## config.mk

```make
export PLATFORM = sky130hd
export DESIGN_NAME = systolic_array_nxn
export DESIGN_NICKNAME = d
export VERILOG_FILES = /design/src/rtl/systolic_array_nxn_pkg.sv /design/src/rtl/systolic_array_nxn_mac_pe.sv /design/src/rtl/systolic_array_nxn.sv
export SDC_FILE = /design/constraint.sdc
export NUM_CORES = 2
export LEC_CHECK = 0
export CAP_MARGIN = 20
export CORE_UTILIZATION = 60
export DETAILED_ROUTE_END_ITERATION = 7
export GPL_ROUTABILITY_DRIVEN = 0
export PLACE_DENSITY = 0.81
export SYNTH_ARGS = -nofsm -noshare
export SYNTH_HDL_FRONTEND = slang
export SYNTH_SLANG_ARGS = --single-unit
```

## constraint.sdc

```tcl
create_clock -name clk -period 66.1 [get_ports clk]
set_input_delay 13.22 -clock clk [delete_from_list [all_inputs] [get_ports clk]]
set_output_delay 13.22 -clock clk [all_outputs]
set_load 0.01 [all_outputs]
```

## src/rtl/systolic_array_nxn_pkg.sv

```systemverilog
// Shared definitions for the N x N systolic matrix multiplier: FSM states,
// default parameter values and a width helper.
package systolic_array_nxn_pkg;

  typedef enum logic [1:0] {
    IDLE  = 2'd0,
    LOAD  = 2'd1,
    DRAIN = 2'd2,
    DONE  = 2'd3
  } state_e;

  localparam int DEF_N      = 4;
  localparam int DEF_DATA_W = 8;
  localparam int DEF_K_MAX  = 16;
  localparam int DEF_SIGNED = 0;

  function automatic int clog2(input int value);
    int r;
    int v;
    r = 0;
    v = value - 1;
    while (v > 0) begin
      r++;
      v = v >> 1;
    end
    return r;
  endfunction

endpackage

```

## src/rtl/systolic_array_nxn_mac_pe.sv

```systemverilog
// One processing element: forwards A right and B down through registers and
// accumulates a*b every cycle, clearing on clr.
module mac_pe
  import systolic_array_nxn_pkg::*;
#(
  parameter int DATA_W = DEF_DATA_W,
  parameter int ACC_W  = 2*DEF_DATA_W+4,
  parameter int SIGNED = DEF_SIGNED
) (
  input  logic              clk,
  input  logic              rst,
  input  logic              clr,
  input  logic [DATA_W-1:0] a_in,
  input  logic [DATA_W-1:0] b_in,
  output logic [DATA_W-1:0] a_out,
  output logic [DATA_W-1:0] b_out,
  output logic [ACC_W-1:0]  acc
);

  logic [DATA_W-1:0] a_q;
  logic [DATA_W-1:0] b_q;
  logic [ACC_W-1:0]  acc_q;
  logic [ACC_W-1:0]  prod_ext;

  // The size cast extends according to the product's signedness.
  if (SIGNED != 0) begin : g_signed
    logic signed [2*DATA_W-1:0] prod;
    assign prod     = $signed(a_in) * $signed(b_in);
    assign prod_ext = ACC_W'(prod);
  end else begin : g_unsigned
    logic [2*DATA_W-1:0] prod;
    assign prod     = a_in * b_in;
    assign prod_ext = ACC_W'(prod);
  end

  always_ff @(posedge clk or posedge rst) begin
    if (rst) begin
      a_q   <= '0;
      b_q   <= '0;
      acc_q <= '0;
    end else begin
      a_q   <= a_in;
      b_q   <= b_in;
      acc_q <= clr ? '0 : acc_q + prod_ext;
    end
  end

  assign a_out = a_q;
  assign b_out = b_q;
  assign acc   = acc_q;

endmodule

```

## src/rtl/systolic_array_nxn.sv

```systemverilog
// Output-stationary N x N systolic array computing C = A x B over k_len
// beats, with input skew lines and a LOAD/DRAIN job controller.
module systolic_array_nxn
  import systolic_array_nxn_pkg::*;
#(
  parameter int N      = DEF_N,
  parameter int DATA_W = DEF_DATA_W,
  parameter int ACC_W  = 2*DATA_W+4,
  parameter int K_MAX  = DEF_K_MAX,
  parameter int SIGNED = DEF_SIGNED
) (
  input  logic                         clk,
  input  logic                         rst,
  input  logic                         start,
  input  logic [clog2(K_MAX+1)-1:0]    k_len,
  input  logic                         in_valid,
  output logic                         in_ready,
  input  logic [N*DATA_W-1:0]          a_col,
  input  logic [N*DATA_W-1:0]          b_row,
  output logic                         busy,
  output logic                         done,
  output logic [N*N*ACC_W-1:0]         result
);

  localparam int KW = clog2(K_MAX+1);
  localparam int CW = clog2(2*N);

  state_e        state_q;
  logic [KW-1:0] klen_q;
  logic [KW-1:0] beats_q;
  logic [CW-1:0] drain_q;
  logic          in_ready_q;
  logic          busy_q;
  logic          done_q;

  logic start_ok;
  logic fire;

  assign start_ok = start && (state_q == IDLE || state_q == DONE) &&
                    (k_len != '0) && (k_len <= KW'(K_MAX));
  assign fire     = in_valid && in_ready_q;

  // DRAIN lasts 2N edges: enough for the last beat to cross the skewed array.
  always_ff @(posedge clk or posedge rst) begin
    if (rst) begin
      state_q    <= IDLE;
      klen_q     <= '0;
      beats_q    <= '0;
      drain_q    <= '0;
      in_ready_q <= 1'b0;
      busy_q     <= 1'b0;
      done_q     <= 1'b0;
    end else begin
      done_q <= 1'b0;
      case (state_q)
        IDLE, DONE: begin
          if (start_ok) begin
            state_q    <= LOAD;
            klen_q     <= k_len;
            beats_q    <= '0;
            in_ready_q <= 1'b1;
            busy_q     <= 1'b1;
          end else begin
            state_q <= IDLE;
          end
        end
        LOAD: begin
          if (fire) begin
            beats_q <= beats_q + KW'(1);
            if (beats_q + KW'(1) == klen_q) begin
              state_q    <= DRAIN;
              drain_q    <= '0;
              in_ready_q <= 1'b0;
            end
          end
        end
        DRAIN: begin
          drain_q <= drain_q + CW'(1);
          if (drain_q == CW'(2*N-1)) begin
            state_q <= DONE;
            busy_q  <= 1'b0;
            done_q  <= 1'b1;
          end
        end
        default: state_q <= IDLE;
      endcase
    end
  end

  assign in_ready = in_ready_q;
  assign busy     = busy_q;
  assign done     = done_q;

  // Bubbles and idle cycles feed zeros so the accumulators are untouched.
  logic [N*DATA_W-1:0] a_gated;
  logic [N*DATA_W-1:0] b_gated;
  logic [N*DATA_W-1:0] a_skewed;
  logic [N*DATA_W-1:0] b_skewed;

  assign a_gated = fire ? a_col : '0;
  assign b_gated = fire ? b_row : '0;

  for (genvar i = 0; i < N; i++) begin : g_skew
    if (i == 0) begin : g_direct
      assign a_skewed[0 +: DATA_W] = a_gated[0 +: DATA_W];
      assign b_skewed[0 +: DATA_W] = b_gated[0 +: DATA_W];
    end else begin : g_dly
      logic [DATA_W-1:0] a_dly_q [0:i-1];
      logic [DATA_W-1:0] b_dly_q [0:i-1];

      always_ff @(posedge clk or posedge rst) begin
        if (rst) begin
          for (int s = 0; s < i; s++) begin
            a_dly_q[s] <= '0;
            b_dly_q[s] <= '0;
          end
        end else begin
          a_dly_q[0] <= a_gated[i*DATA_W +: DATA_W];
          b_dly_q[0] <= b_gated[i*DATA_W +: DATA_W];
          for (int s = 1; s < i; s++) begin
            a_dly_q[s] <= a_dly_q[s-1];
            b_dly_q[s] <= b_dly_q[s-1];
          end
        end
      end

      assign a_skewed[i*DATA_W +: DATA_W] = a_dly_q[i-1];
      assign b_skewed[i*DATA_W +: DATA_W] = b_dly_q[i-1];
    end
  end

  logic [DATA_W-1:0] a_h [N][N+1];
  logic [DATA_W-1:0] b_v [N+1][N];

  for (genvar i = 0; i < N; i++) begin : g_row
    assign a_h[i][0] = a_skewed[i*DATA_W +: DATA_W];
    assign b_v[0][i] = b_skewed[i*DATA_W +: DATA_W];
    for (genvar j = 0; j < N; j++) begin : g_col
      mac_pe #(
        .DATA_W (DATA_W),
        .ACC_W  (ACC_W),
        .SIGNED (SIGNED)
      ) u_pe (
        .clk   (clk),
        .rst   (rst),
        .clr   (start_ok),
        .a_in  (a_h[i][j]),
        .b_in  (b_v[i][j]),
        .a_out (a_h[i][j+1]),
        .b_out (b_v[i+1][j]),
        .acc   (result[(i*N+j)*ACC_W +: ACC_W])
      );
    end
  end

endmodule
```

### Register map, names as in the netlist

Drawn at 1 px/um.
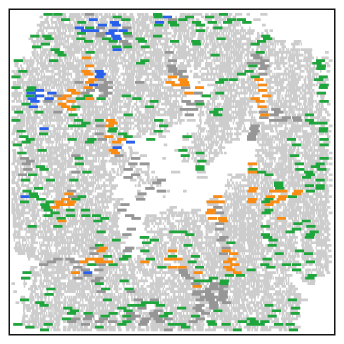
- g_row.g_col.u_pe.a_out: orange (placed flops 96)
- g_skew.g_dly.b_dly_q: blue (placed flops 32)
- g_row.g_col.u_pe.acc: green (placed flops 320; where widely spread)
- not colored: 178

### Routing congestion

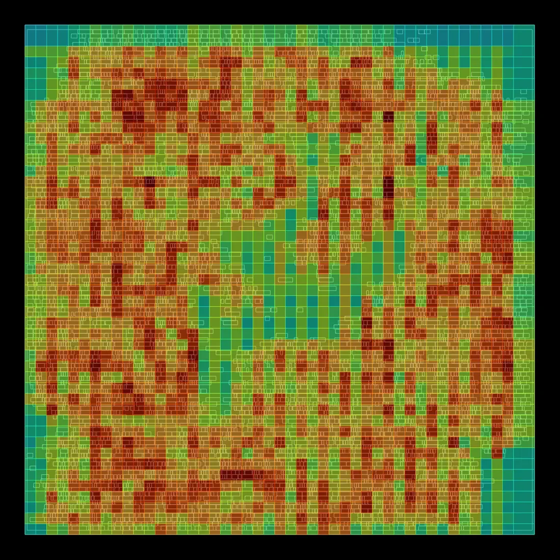
Final Util: 68.92%
Total Routing Usage GR: 30.13%
met1 Usage GRT: 38.35%
WL/cell: 17.94 um
met3 usage: 5.469%

### Flops by top-level scope

Drawn at 1 px/um.
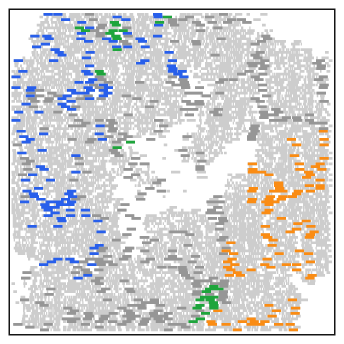
- g_row[0]: blue (placed flops 136)
- g_skew[3]: green (placed flops 32)
- g_row[3]: orange (placed flops 104)
die area: 104900 sq um
Finished Layout Cells: 8375

==> impl_metrics.yaml <==
# physical design summary
power:
  cellPowerDensity_nw_per_um2: 42.19
  p_sw_w: 0.001382
  p_sw_share_pct: 46.51
timing:
  max_clock_freq_mhz: 55.44
  relSlewSlack_pct: 31.72
  finalClockPeriodUsage_pct: 27.29
  fin_worst_skew_ns: 0.02559
  setup_viol: 0
finish:
  seq_area_sq_um: 15670
  drive_above_1_share_pct: 2.540
  signal_buffer_area_fraction_pct: 5.803
  logic_gates: 4210
status:
  status: "completed"
placed_design:
  dpl.hpwl_um: 117600
setup_path:
  cp_slowest_cell: "buf_4"
  r2r-start: "in_ready$_DFFE_PP0P_"
  cp-end-kind: "register"
routing:
  dr.max_layer_used: "met5"
logic_synthesis:
  ys_sh_aoi_pct: 7.677
  fa_ha_area_share_pct: 39.07
  ys_area_sq_um: 62160
  synthMuxAreaShare_pct: 0.1167
  simple_gate_share_pct: 14.98
  synth.most_common_cell: "inv_1"
clocking:
  clock-sinks: 626
hold_path:
  hold_depth: 0
### Cells by drive strength

Drawn at 1.5 px/um.
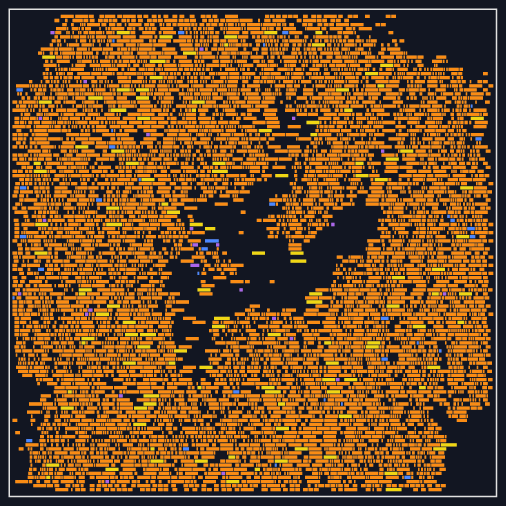
- drive 6 and up: yellow (cells 120; most used clkbuf_16)
- drive 2: blue (cells 34; most used nor3b_2)
- drive 1 or less: orange (cells 6829; most used inv_1)
- drive 3 to 4: purple (cells 24; most used buf_4)
Buffers excl. clock: 409
Final Cell Area: 70420 sq um
area grow syn2layout: 13.29%
setup ws final: 48.06 ns

### Met2 routing

Drawn at 1 px/um.
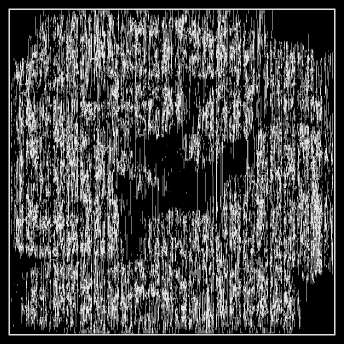
- main direction: vertical
- longest straight run: 72.4 um
- wire length on this layer: 73.0 mm
- nets with wire on the layer: 7361
Vias: 45828
total wire length: 150300 um
met2 Use GR: 50.54%

per-stage QoR:
step,utilization (%),worst slack [ns],hold slack (ns),cells
4_1_cts,68.89,48.13,0.3477,8374
3_3_place_gp,66.07,47.60,0.3329,8229
6_report,68.92,48.06,0.3450,8375
5_1_grt,68.92,47.83,0.3484,8375
2_1_floorplan,-,35.35,0.3312,6566
3_5_place_dp,66.09,47.45,0.3347,8230
worst reg2reg max path, cell delays in order (launching register included):
cell and delay, ns:
dfrtp_2 0.34, buf_4 0.60, and3_1 0.56, nand2_1 0.15, fa_1 0.55, inv_1 0.06, fa_1 0.50, fa_1 0.49
inv_1 0.05, fa_1 0.47, inv_1 0.04, ha_1 0.35, and4_1 0.27, and3_1 0.19, a32o_1 0.25, o41a_1 0.44
nor3_1 0.22, nor3b_2 0.08
Power figures rest on the tool's default switching activity, not on a simulated workload.
